### Signal wires on met2

Cells faint in the background.
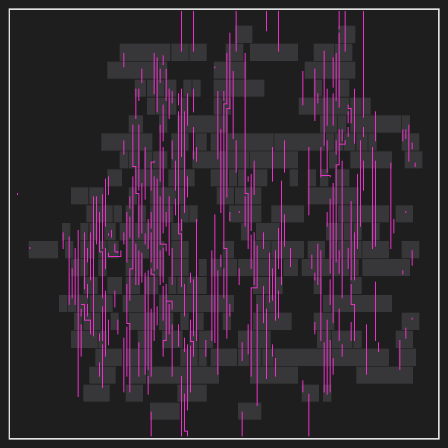
### Local utilization

6 x 6 tiles, from white (low) to dark blue (high), 0 to 100% covered.
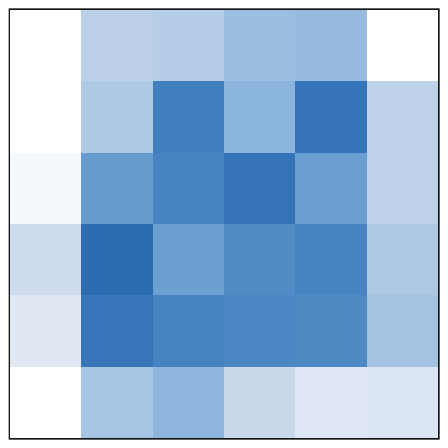
### Placement view

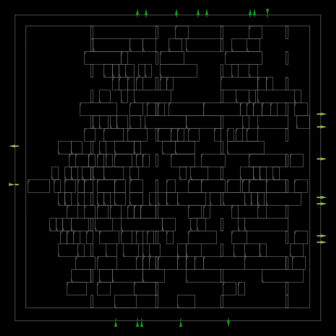
### M1 wires

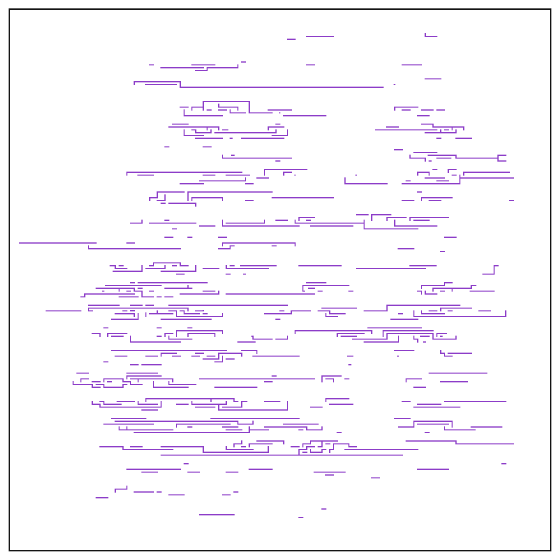
### Sequential cells colored by netlist name

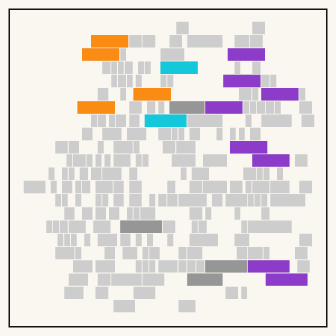
`src/rtl/rr_arbiter_4to2_if.sv`:
```
// Requester/arbiter bundle for the 4-way round-robin arbiter.
// Ports: req (requester -> arbiter); gnt, gnt_idx, gnt_vld, preempt, hold_cnt (arbiter -> requesters/encoder).
// master = requester side, slave = arbiter side.
interface rr_arbiter_4to2_if #(
  parameter int CNT_W = 8
);
  logic [3:0]       req;
  logic [3:0]       gnt;
  logic [1:0]       gnt_idx;
  logic             gnt_vld;
  logic             preempt;
  logic [CNT_W-1:0] hold_cnt;

  modport master (
    output req,
    input  gnt, gnt_idx, gnt_vld, preempt, hold_cnt
  );

  modport slave (
    input  req,
    output gnt, gnt_idx, gnt_vld, preempt, hold_cnt
  );
endinterface

```
`src/rtl/rr_arbiter_4to2.sv`:
```
// Round-robin arbiter sharing one 4-input encoder among four requesters; drives the encoder select.
// Latency: a request sampled at edge N is granted after edge N; every ownership change passes one idle cycle.
// Ports: clk, rst_n (sync, active-low); bus.req in; bus.gnt/gnt_idx/gnt_vld/preempt/hold_cnt out (all registered).
module rr_arbiter_4to2 #(
  parameter int MAX_HOLD = 8,
  parameter int CNT_W    = 8
) (
  input  logic               clk,
  input  logic               rst_n,
  rr_arbiter_4to2_if.slave   bus
);

  typedef enum logic {IDLE, GRANT} state_t;

  localparam logic [CNT_W-1:0] CNT_LAST = CNT_W'(MAX_HOLD - 1);

  state_t           state, state_nxt;
  logic [1:0]       ptr, ptr_nxt;
  logic [3:0]       gnt_q, gnt_nxt;
  logic [1:0]       idx_q, idx_nxt;
  logic             vld_q, vld_nxt;
  logic             pre_q, pre_nxt;
  logic [CNT_W-1:0] cnt_q, cnt_nxt;

  logic [1:0]       win;
  logic             win_found;
  logic             others_waiting;

  // First requester at or after ptr, wrapping modulo 4 via 2-bit addition.
  always_comb begin
    win       = 2'd0;
    win_found = 1'b0;
    for (int k = 0; k < 4; k++) begin
      if (!win_found && bus.req[ptr + 2'(k)]) begin
        win       = ptr + 2'(k);
        win_found = 1'b1;
      end
    end
  end

  // gnt_q is one-hot of the owner while in GRANT, so this masks the owner out.
  assign others_waiting = |(bus.req & ~gnt_q);

  always_comb begin
    state_nxt = state;
    ptr_nxt   = ptr;
    gnt_nxt   = 4'b0000;
    idx_nxt   = 2'd0;
    vld_nxt   = 1'b0;
    pre_nxt   = 1'b0;
    cnt_nxt   = '0;
    case (state)
      IDLE: begin
        if (win_found) begin
          state_nxt = GRANT;
          gnt_nxt   = 4'b0001 << win;
          idx_nxt   = win;
          vld_nxt   = 1'b1;
        end
      end
      GRANT: begin
        if (!bus.req[idx_q]) begin
          // Release has priority over preemption when both apply.
          state_nxt = IDLE;
          ptr_nxt   = idx_q + 2'd1;
        end else if (cnt_q == CNT_LAST && others_waiting) begin
          state_nxt = IDLE;
          ptr_nxt   = idx_q + 2'd1;
          pre_nxt   = 1'b1;
        end else begin
          gnt_nxt = gnt_q;
          idx_nxt = idx_q;
          vld_nxt = 1'b1;
          cnt_nxt = (cnt_q == CNT_LAST) ? cnt_q : cnt_q + 1'b1;
        end
      end
      default: state_nxt = IDLE;
    endcase
  end

  always_ff @(posedge clk) begin
    if (!rst_n) begin
      state <= IDLE;
      ptr   <= 2'd0;
      gnt_q <= 4'b0000;
      idx_q <= 2'd0;
      vld_q <= 1'b0;
      pre_q <= 1'b0;
      cnt_q <= '0;
    end else begin
      state <= state_nxt;
      ptr   <= ptr_nxt;
      gnt_q <= gnt_nxt;
      idx_q <= idx_nxt;
      vld_q <= vld_nxt;
      pre_q <= pre_nxt;
      cnt_q <= cnt_nxt;
    end
  end

  assign bus.gnt      = gnt_q;
  assign bus.gnt_idx  = idx_q;
  assign bus.gnt_vld  = vld_q;
  assign bus.preempt  = pre_q;
  assign bus.hold_cnt = cnt_q;

endmodule

```
`src/flat_wrapper.sv`:
```
// flat-port wrapper written by rule: the top's interface ports become plain ports
module rr_arbiter_4to2_flat 
#(
  parameter int MAX_HOLD = 8,
  parameter int CNT_W    = 8
)
  (clk, rst_n, bus_req, bus_gnt, bus_gnt_idx, bus_gnt_vld, bus_preempt, bus_hold_cnt);
  rr_arbiter_4to2_if #(.CNT_W(CNT_W)) bus_i ();
  input  logic clk;
  input  logic rst_n;
  input wire logic [$bits(bus_i.req)-1:0] bus_req;
  output wire logic [$bits(bus_i.gnt)-1:0] bus_gnt;
  output wire logic [$bits(bus_i.gnt_idx)-1:0] bus_gnt_idx;
  output wire logic [$bits(bus_i.gnt_vld)-1:0] bus_gnt_vld;
  output wire logic [$bits(bus_i.preempt)-1:0] bus_preempt;
  output wire logic [$bits(bus_i.hold_cnt)-1:0] bus_hold_cnt;
  assign bus_i.req = bus_req;
  assign bus_gnt = bus_i.gnt;
  assign bus_gnt_idx = bus_i.gnt_idx;
  assign bus_gnt_vld = bus_i.gnt_vld;
  assign bus_preempt = bus_i.preempt;
  assign bus_hold_cnt = bus_i.hold_cnt;
  rr_arbiter_4to2 #(.MAX_HOLD(MAX_HOLD), .CNT_W(CNT_W)) u_core (.clk(clk), .rst_n(rst_n), .bus(bus_i));
endmodule
```
`config.mk`:
```
export PLATFORM = sky130hd
export DESIGN_NAME = rr_arbiter_4to2_flat
export DESIGN_NICKNAME = d
export VERILOG_FILES = /design/src/rtl/rr_arbiter_4to2_if.sv /design/src/rtl/rr_arbiter_4to2.sv /design/src/flat_wrapper.sv
export SDC_FILE = /design/constraint.sdc
export NUM_CORES = 1
export LEC_CHECK = 0
export ABC_AREA = 1
export CAP_MARGIN = 20
export CORE_MARGIN = 2
export CORE_UTILIZATION = 30
export CTS_CLUSTER_DIAMETER = 150
export DETAILED_ROUTE_END_ITERATION = 16
export GPL_ROUTABILITY_DRIVEN = 0
export HOLD_SLACK_MARGIN = 0.02
export PLACE_DENSITY = 0.49
export SETUP_SLACK_MARGIN = 0.2
export SKIP_CTS_REPAIR_TIMING = 1
export SYNTH_ARGS = -nofsm -noshare
export SYNTH_HDL_FRONTEND = slang
export SYNTH_SLANG_ARGS = --single-unit
```
`constraint.sdc`:
```
create_clock -name clk -period 1.7 [get_ports clk]
set_clock_uncertainty 0.05 [all_clocks]
set_input_delay 0.34 -clock clk [delete_from_list [all_inputs] [get_ports clk]]
set_output_delay 0.34 -clock clk [all_outputs]
set_load 0.05 [all_outputs]
```
==> run summary <==
On the backend side, the flow ran end to end.

The initial antenna violation count stands at 0. The fraction of power spent switching nets stands at between 40% and 50%. Counting distinct cell types in the post-synthesis netlist gives 24. The cell-mix breakdown from Yosys lists the compound-gate area share as roughly 11%. The root buffer cell chosen for the clock tree is sky130_fd_sc_hd__clkbuf_8. The length of the first detailed-routing pass in iterations stands at 4.

Looking at the group totals, the largest power group turns out to be combinational logic. The vertical extent of the die stands at around 65 um. The flip-flop count of the largest register, all copies and words added stands at 8. The flow ran to the end, and the final reports show no timing, DRC or antenna violations. The synthesized netlist devotes under 10% of its cell area to XOR and XNOR gates. The via count of the first global-routing pass came to approximately 1100. Across the VDD grid, the largest voltage drop is approximately 0.5 mV. The power report attributes to the sequential group a share of 24.6%. After synthesis, the share of flip-flops with an asynchronous set or reset is 0%. The half-perimeter wire length of the detailed placement result stands at approximately 2100 um.

The post-synth count of flops with an enable pin is 0. Among all stages on the critical path, the largest delay is contributed by sky130_fd_sc_hd__dfxtp_4. STA classifies the critical path endpoint as a register. The final net count stands at 216. The cell that appears most often on the critical path is sky130_fd_sc_hd__nand2_2.

The critical-path maximum fanout stands at 5. The chip occupies 4210 um^2. The antenna diode count stands at 0.

In this run, the combinational gates consume around 63% of the power. The detail route stage leaves a number of antenna-violating nets equal to 0. The count of buffers from port buffering stands at 21. Among all cell classes, the greatest summed area belongs to combinational gates. TritonCTS built the clock tree.

Power attributed to the clock group is ~0.35 mW. The sequential cell count stands at 18. The run reported a max-capacitance violation count of 0. A synthesized cell averages 6.54 um^2. The clock passes through at most 2 buffers. The fraction of cell area in multi-input combinational cells is reported as a little under half. The average detailed-routed wire length per instance stands at 11.1 um. The count of final max-slew check failures stands at 0.

The net switching power stands at between 1 and 1.5 mW. The power density over the cells stands at between 1500 and 2000 nW/um^2. Clock cells make up 3.18% of the layout cell area. The final period utilization stands at 83.6%. After layout, the minimum clock period comes to around 1400 ps. After synthesis the cells add up to 1110 um^2. In this run the critical path is formed by buf_6, nand2_4, nand3_2, nand2_2, nand2_2, nand2_2, nand2_2, nand2_4, buf_4, o21ai_0. In the layout the tool counted multi-input logic cells amounting to 129. The logic area stands at between 700 and 800 um^2. TritonCTS reports the number of clock sinks as 18. Pin placement for this block handled 22 I/O pins. The critical path is of the register to register type. The global-route total usage across every layer stands at 13.6%. The required time at the endpoint of the critical path stands at about 1800 ps. Per the final layout report, the fraction of cells sized above drive strength 1 comes to approximately half. Per the OpenROAD floorplan log, the width of the die is between 60 and 70 um. The first global-routing pass estimated about 4500 um of wire. Counting only logic cells after layout, the most numerous master is sky130_fd_sc_hd__nand2_1. Entering global routing, the biggest net connects 11 pins.

The violation count after the first detailed-routing iteration stands at ~46. Grouping non-sequential cells by family puts the most area in simple AND/OR/NAND/NOR gates. CTS built an H-tree with a depth of 1.

As reported, the later end of the worst-skew pair has a clock insertion delay of between 200 and 300 ps. The area recorded from the Yosys report for this design is between 1000 and 1500 um^2. The yosys stat cell total stands at approximately 170. Per the synth log, the flip-flop and latch total comes to 18.

For this run, the top clock speed supported by timing is between 700 and 800 MHz. The leftover overflow at the end of global routing stands at 0. Summing all placed instances gives a cell area of approximately 1400 um^2. The final non-filler cell area stands at between 1500 and 2000 um^2. In the power breakdown, the internal column shows roughly 1.4 mW. The number of placed instances, taps included, is 243.

The total buffers and inverters traversed by the critical path stands at 2. After layout the signal buffers, clock cells excluded, come to between 10% and 20% of cell area. The worst stage delay on the critical path stands at 400 ps. The number of nets at floorplan stands at 177.

The share of power burned in the clock network stands at between 10% and 20%. The end-of-flow timing check tallies setup violations at 0. In the final layout, excluding clock inverters the inverter count is 21. Per Yosys stat, the portion of area used by sequential elements is roughly 32%. The data arrival at the endpoint of the critical path stands at roughly 1600 ps. The mux cell area share after synthesis stands at 0%.

The count of cells in the finished layout, fillers not included, comes to roughly 260. The number of clock buffers added by TritonCTS is 3. The signed area change from the synthesized netlist to the final layout stands at 55.7%.

Per STA, the worst path accumulates the most delay in the family simple AND/OR/NAND/NOR gates. The script extracted a total leakage power of around 0.8 nW. In this run, power in combinational logic comes to ~1.7 mW. During tapcell insertion the tool placed about 48 well taps.
About 'Signal wires on met2':
The longest straight run is 25.2 um. The layer carries 1540 um of wire.
overall routed net length: 2850 um
GR Layer Usage met2: 24.4%
total via count in the routed design: 1155

About 'Local utilization':
The densest ninth of the die: center. 2.8% of the tiles are over 75% full. The fullest tile reaches 76%. The emptiest ninth of the die: north-west.

About 'Placement view':
fill cell count: 390
Placeable Area: 3610 um^2
final standard cell utilization of the core: 48.0%
Site Rows: 22

About 'M1 wires':
The layer holds 43% of the routed length. The layer carries 1210 um of wire. The longest straight run is 29.0 um. 189 nets have wire on it. The wires run mostly horizontal.

About 'Sequential cells colored by netlist name':
Key: cyan = u_core.bus.gnt_idx [sequential cells 2]; orange = u_core.bus.gnt [sequential cells 4]; purple = u_core.bus.hold_cnt [sequential cells 8]
Another 4 sequential cells are not colored.
register fraction of the total cell area: 22.7%
register area: 393 um^2
Power Sequential: 0.678 mW

[path summary, 6_finish.rpt]
check / from / end / cells after the start
hold reg to reg: u_core.bus.gnt[0] / u_core.bus.gnt[0] / 2
setup reg to reg: u_core.ptr[0] / u_core.bus.gnt_idx[0] / 10
setup / recovery: u_core.ptr[0] / u_core.bus.gnt_idx[0] / 10
hold / removal: u_core.bus.gnt[0] / u_core.bus.gnt[0] / 2
[stage by stage]
| stage | utilization (%) | power [mW] | setup WS, ps | hold WS, ps |
|---|---|---|---|---|
| 3_3_place_gp | 39.2 | 1.99 | -270 | 404 |
| 6_report | 48.0 | 2.75 | 279 | 416 |
| 3_5_place_dp | 39.2 | 1.99 | -299 | 409 |
| 4_1_cts | 40.7 | 2.34 | -33.7 | 420 |
| 2_1_floorplan | - | 1.60 | 207 | 416 |
| 5_1_grt | 48.0 | 2.95 | 174 | 455 |
[cell usage after synthesis, types with 3 or more instances]
master,count,area [um^2]
sky130_fd_sc_hd__inv_1,16,60.1
sky130_fd_sc_hd__a21oi_2,3,26.3
sky130_fd_sc_hd__dfxtp_1,18,360
sky130_fd_sc_hd__nor3_1,3,15.0
sky130_fd_sc_hd__inv_2,5,18.8
sky130_fd_sc_hd__a21oi_1,5,25.0
sky130_fd_sc_hd__nand3_1,10,50.1
sky130_fd_sc_hd__nand3_2,3,30.0
sky130_fd_sc_hd__o21ai_0,7,35.0
sky130_fd_sc_hd__nor2_1,10,37.5
sky130_fd_sc_hd__nand2_1,60,225
sky130_fd_sc_hd__nand2_2,11,68.8
[per-layer routing]
layer / track usage (%) / vias to the layer above / routed length, um
met4: 6.38 / 0 / 37
met5: 0 / - / 0
li1: - / 613 / -
met1: 15.8 / 521 / 1210
met2: 24.4 / 17 / 1540
met3: 2.08 / 4 / 62
Power is estimated from default activity; no workload was simulated.
